==> run_1/m1.png <==
Drawn at 2 px/µm.
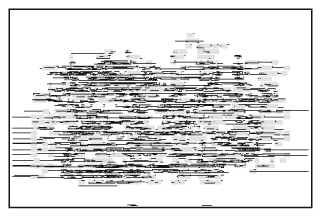
==> run_1/m2.png <==
Drawn at 3 px/µm.
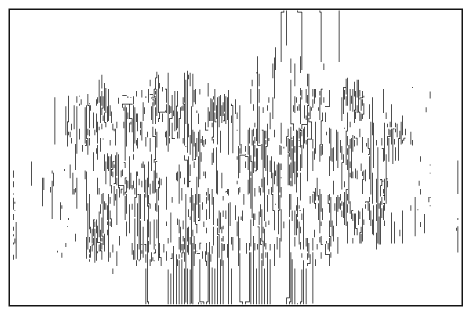
==> run_1/m3.png <==
Drawn at 2 px/µm.
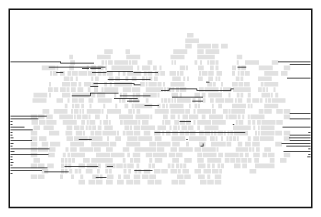
Design alu_div_arbiter, sky130hd; sources not shown.
==> deck_impl_summary.md, run 1 <==
Synthesis and Place & Route Summary

GRT
  • Busiest layer in global routing: met2
  • Vias in the first global route: 3980
  • Initial antenna violation count: 0
  • First-pass GRT wire length: 19.6 mm

Layout
  • Seq. cell area: 1340 µm²
  • Non-CTS inverters: 25
  • ANT cells: 0
  • Combinational Gates: 366
  • Non-Filler Instances: 711
  • Fillers: 895
  • P&R area growth vs syn: 33.5%
  • Repair and plain buffers: 102
  • Dominant class by area: multi-input combinational cells

Clock tree
  • Clock buffer depth: 2
  • CTS-repair resized insts: 0
  • Number of setup buffers added after CTS: 0
  • Root buffer cell: clkbuf_16
  • Hold Buf Count CTS: 0

Worst setup path
  • Worst Path Buf+Inv: 2
  • CP Class: reg2reg
  • CP delay by family, top: AND-OR/OR-AND gates
  • WP data arrival: 2840 ps
  • R2R Setup Slk: 320 ps
  • CP required: 3160 ps

STA
  • Hold Worst Slack: 420 ps
  • Final min period: 2680 ps
  • Setup TNS: 0 ps
  • Final hold viol count: 0

Pwr
  • Seq pwr share: 26.4%
  • Gate power share: 51.5%
  • Seq power: 1.47 mW
  • Switch share: 41.3%
  • Pwr dens: 1020 nW/µm²
  • Pwr Total: 5.56 mW

Routing
  • DRC: 0
  • WL/cell: 16.2 µm
  • Pre-antenna DRT Iters: 5

Synthesis
  • Synth Flop Type: dfxtp_1
  • Gate Count Post-Synth: 484
  • Dominant cell area share: 32.8%
  • Mapped Area: 4090 µm²
  • Post-synth regs: 67
  • Area leader, netlist: dfxtp_1

Place
  • Placed Instances: 695

Floorplan
  • Io pins: 86
  • Die outline width: 151 µm
  • Height of the chip: 98.3 µm
  • Pre-Place Util: 41.2%

Status
  • Status: finished, final reports clean

Flow run
  • Maxcap violations: 0
About m1.png:
wire length on this layer: 5590 µm
nets with wire on the layer: 603
total routed wirelength: 11.5 mm
met1 usage: 20.9%

About m2.png:
wire length on this layer: 5140 µm
main direction: vertical
share of all routed wire: 45%
nets with wire on the layer: 566
met2 usage: 25.2%
DR vias: 3925

About m3.png:
nets with wire on the layer: 60
main direction: horizontal
share of all routed wire: 5.9%
met3 Resource Use GR: 4.10%

-- run 1: cell usage after synthesis (all sizes together) (5+ instances only) --
cell     n
xnor2   10
o211ai   9
nand3   28
nand2   36
ha      17
inv     25
nor2    45
nor3    10
mux2i    8
o31ai    5
nand2b  13
dfxtp   67
nor3b    6
a211oi  12
nor2b    6
o21ai   31
a21oi   31
clkbuf  15
xor2     8
a221o   16
mux2    17
buf     11
-- run 1: cell families after synthesis --
kind of cell    Yosys count  share of synthesized area, %
compound gates          136                          23.8
buf+inv                  51                          5.45
xor+xnor                 18                          3.86
mux                      25                          7.37
flops                    67                          32.8
simple gates            169                          21.0
fa+ha+maj                18                          5.69
-- run 1: tightest hold or removal path, stage by stage (launching register included) --
cell	delay (ps)
dfxtp_1	290
inv_1	80
nor3_1	50
==> run_1/pinout.png <==
Drawn at 3 px/µm. Pins as bars across the die edge, other pins in grey.
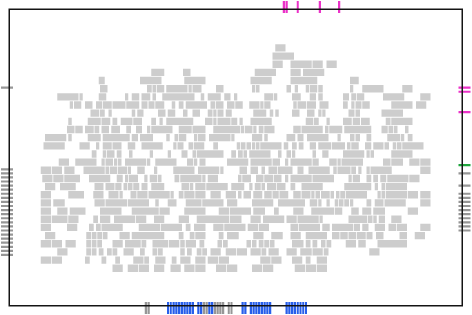

==> run 1 -> run 2 <==
==> constraint.sdc (replaced) <==
create_clock -name clk -period 2.95 [get_ports clk]
set_clock_uncertainty 0.05 [all_clocks]
set_input_delay 0.59 -clock clk [delete_from_list [all_inputs] [get_ports clk]]
set_output_delay 0.59 -clock clk [all_outputs]
set_load 0.01 [all_outputs]
==> run_2/pinout.png <==
Drawn at 3 px/µm. Pins as bars across the die edge, other pins in grey.
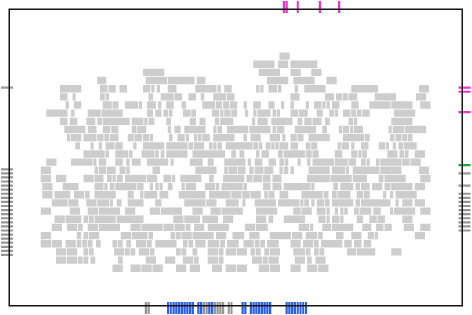
[`result`] magenta | pins: 8 | direction: output | edge: 5 top, 3 right
[`div_by_zero`] green | pins: 1 | direction: output | edge: right
[`dividend`] blue | pins: 32 | direction: input | edge: bottom
all pins by edge: 42 bottom, 23 left, 16 right, 5 top
die outline width: 151 µm
Port Buffers: 85
height of the chip: 98.3 µm

==> run 2 against run 1 <==
  * Final area decreased by 0.53%
  * Wire length increased by 0.92%
  * Clock-buffer cell count up 1
  * Via count up 0.64%
  * First-iteration DRC count fell by 7.1%
  * Worst setup slack got worse by 40 ps
  * Fmax grew 0.36%
  * Sequential share of layout area rose by 0.13 points
  * Sequential power barely moved
  * Sequential cell count is the same
  * Critical endpoint unchanged
  * Largest power group unchanged
==> deck_impl_summary.md, run 2 <==
Synthesis and Place & Route Summary

Worst setup path
  • CP required: 3110 ps (was 3160 ps)
  • CP Class: reg2reg (unchanged)
  • Worst Path Buf+Inv: 2 (unchanged)

Floorplan
  • Pre-Place Util: 41.2% (unchanged)

Routing
  • DRC: 0 (unchanged)
  • Pre-antenna DRT Iters: 5 (unchanged)

Clock tree
  • CTS-repair resized insts: 0 (unchanged)
  • Root buffer cell: clkbuf_16 (unchanged)
  • Hold Buf Count CTS: 0 (unchanged)

GRT
  • Met1 usage: 21.0% (was 20.9%)
  • Met3 Resource Use GR: 5.67% (was 4.10%)
  • Vias in the first global route: 3879 (was 3980)

Status
  • Status: finished, final reports clean (unchanged)

STA
  • Setup TNS: 0 ps (unchanged)
  • Final min period: 2670 ps (was 2680 ps)

Layout
  • ANT cells: 0 (unchanged)
  • Non-Filler Instances: 713 (was 711)

Synthesis
  • Mux area share: 7.37% (unchanged)
  • Area leader, netlist: dfxtp_1 (unchanged)

Pwr
  • Pwr Total: 5.49 mW (was 5.56 mW)
==> run 2: final cells by class <==
type | instances | area, µm² | share of cell area, %
well taps | 135 | 169 | 3.11
clock inverters | 5 | 52.6 | 0.968
flip-flops and latches | 67 | 1340 | 24.7
clock buffers | 11 | 243 | 4.47
repair buffers | 104 | 1010 | 18.5
inverters | 25 | 93.8 | 1.73
multi-input cells | 366 | 2520 | 46.5
==> run 2: power groups by stage <==
stage          sequential (mW)  clock [mW]  combinational [mW]
2_1_floorplan             1.37           0                2.16
3_3_place_gp              1.48           0                2.78
3_5_place_dp              1.50           0                2.89
4_1_cts                   1.49        1.08                2.91
5_1_grt                   1.53        1.12                3.27
6_report                  1.50        1.06                2.93
==> run_2/m2.png <==
Drawn at 3 px/µm.
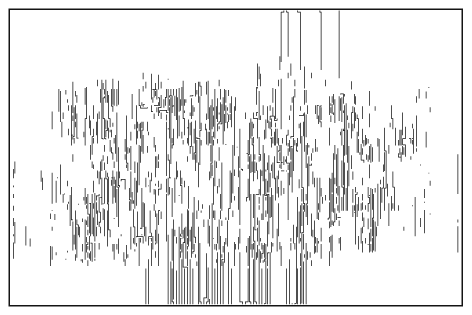

==> run 2 -> run 3 <==
--- a/config.mk
+++ b/config.mk
@@ -5,6 +5,7 @@
 export SDC_FILE = /design/constraint.sdc
 export NUM_CORES = 1
 export LEC_CHECK = 0
+export CAP_MARGIN = 15
 export CORE_ASPECT_RATIO = 0.6
 export CORE_MARGIN = 10
 export CORE_UTILIZATION = 40
==> run_3/m2.png <==
Drawn at 3 px/µm.
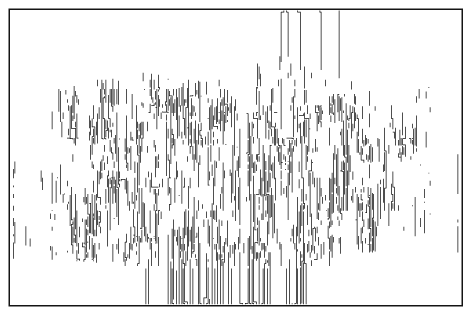
main direction: vertical
wire length on this layer: 5040 µm
nets with wire on the layer: 563
share of all routed wire: 43%
longest straight run: 33.5 µm
met2 usage: 24.6%
DR vias: 3959
total routed wirelength: 11.6 mm

==> run 3 against run 2 <==
  * Register-to-register slack is essentially flat
  * Critical path depth is the same
  * Clock-buffer cell count is the same
  * Non-clock buffer count grew 1
  * Sequential cell count is the same
  * Sequential power is essentially flat
  * Fmax grew 0.15%
  * Wire length is essentially flat
  * Die area is the same
  * Area after synthesis is the same
  * Critical path type unchanged
  * Largest cell class unchanged
==> deck_impl_summary.md, run 3 <==
Synthesis and Place & Route Summary

Status
  • Status: finished, final reports clean (unchanged)

Floorplan
  • Height of the chip: 98.3 µm (unchanged)
  • Io pins: 86 (unchanged)
  • Pre-Place Util: 41.2% (unchanged)

Hold path
  • Tightest Hold Check Type: reg2reg (unchanged)

Routing
  • Pre-antenna DRT Iters: 4 (was 5)
  • DRC: 0 (unchanged)
  • WL/cell: 16.2 µm (was 16.3 µm)

Pwr
  • Gate power share: 53.4% (about the same)
  • Switch share: 42.4% (about the same)
  • Top Consumer: combinational cells (unchanged)
  • Power of the clock network: 1.06 mW (about the same)
  • Comb. pwr: 2.94 mW (was 2.93 mW)
  • Seq power: 1.50 mW (about the same)
  • Pwr dens: 1010 nW/µm² (about the same)

GRT
  • Initial antenna violation count: 0 (unchanged)
  • Met3 Resource Use GR: 5.67% (unchanged)
  • First-pass GRT wire length: 19.4 mm (unchanged)
  • Busiest layer in global routing: met2 (unchanged)
  • Met1 usage: 21.0% (unchanged)

Clock tree
  • Number of setup buffers added after CTS: 0 (unchanged)
  • CTS-repair resized insts: 0 (unchanged)
  • Root buffer cell: clkbuf_16 (unchanged)
  • Hold Buf Count CTS: 0 (unchanged)
  • Clock buffer depth: 2 (unchanged)

Synthesis
  • Area leader, netlist: dfxtp_1 (unchanged)
  • Mapped Area: 4090 µm² (unchanged)
  • Dominant cell area share: 32.8% (unchanged)
  • Synth logic family: AND-OR/OR-AND gates (unchanged)
  • Dominant cell by count in the synthesized netlist: dfxtp_1 (unchanged)
  • Synth Flop Type: dfxtp_1 (unchanged)
  • Mux area share: 7.37% (unchanged)
  • XOR/XNOR Area Share: 3.86% (unchanged)
  • Post-synth regs: 67 (unchanged)
  • Yosys aoi share: 23.8% (unchanged)
  • Simple Share, Synth: 21.0% (unchanged)
  • Top cells by count: 67 x dfxtp_1, 44 x nor2_1, 36 x nand2_1 (unchanged)
  • Adder-Cell Fraction of Synth Area: 5.69% (unchanged)

Worst setup path
  • CP Class: reg2reg (unchanged)
  • WP data arrival: 2830 ps (about the same)
  • Worst Path Buf+Inv: 2 (unchanged)
  • CP delay by family, top: AND-OR/OR-AND gates (unchanged)
  • CP required: 3110 ps (about the same)

STA
  • Setup TNS: 0 ps (unchanged)
  • Final hold viol count: 0 (unchanged)
  • Final min period: 2670 ps (about the same)

Layout
  • Largest register FFs: 9 (unchanged)
  • P&R area growth vs syn: 33.0% (was 32.8%)

Flow run
  • Maxcap violations: 0 (unchanged)
## run 3: cell counts after synthesis
Identical to the previous run, type by type.
## run 3: stage by stage
step / hold WS [ps] / instance area (µm²) / power (mW) / cells / setup slack (ps)
after global placement: 401 / 5130 / 4.26 / 697 / 204
after detailed placement: 417 / 5130 / 4.40 / 697 / 114
after CTS: 429 / 5430 / 5.48 / 713 / 302
after floorplan: 380 / 4090 / 3.53 / 484 / 478
after global routing: 453 / 5440 / 5.92 / 714 / 93.3
final: 423 / 5440 / 5.50 / 714 / 284
## run 3: cell type report
class                      count  area, µm²
clock inverter                 5       52.6
clock buffer                  11        243
multi-input combinational    366       2520
fill                         910       4480
sequential                    67       1340
inverter                      25       93.8
timing repair buffer         105       1010
tap                          135        169
Power figures rest on the tool's default switching activity, not on a simulated workload.
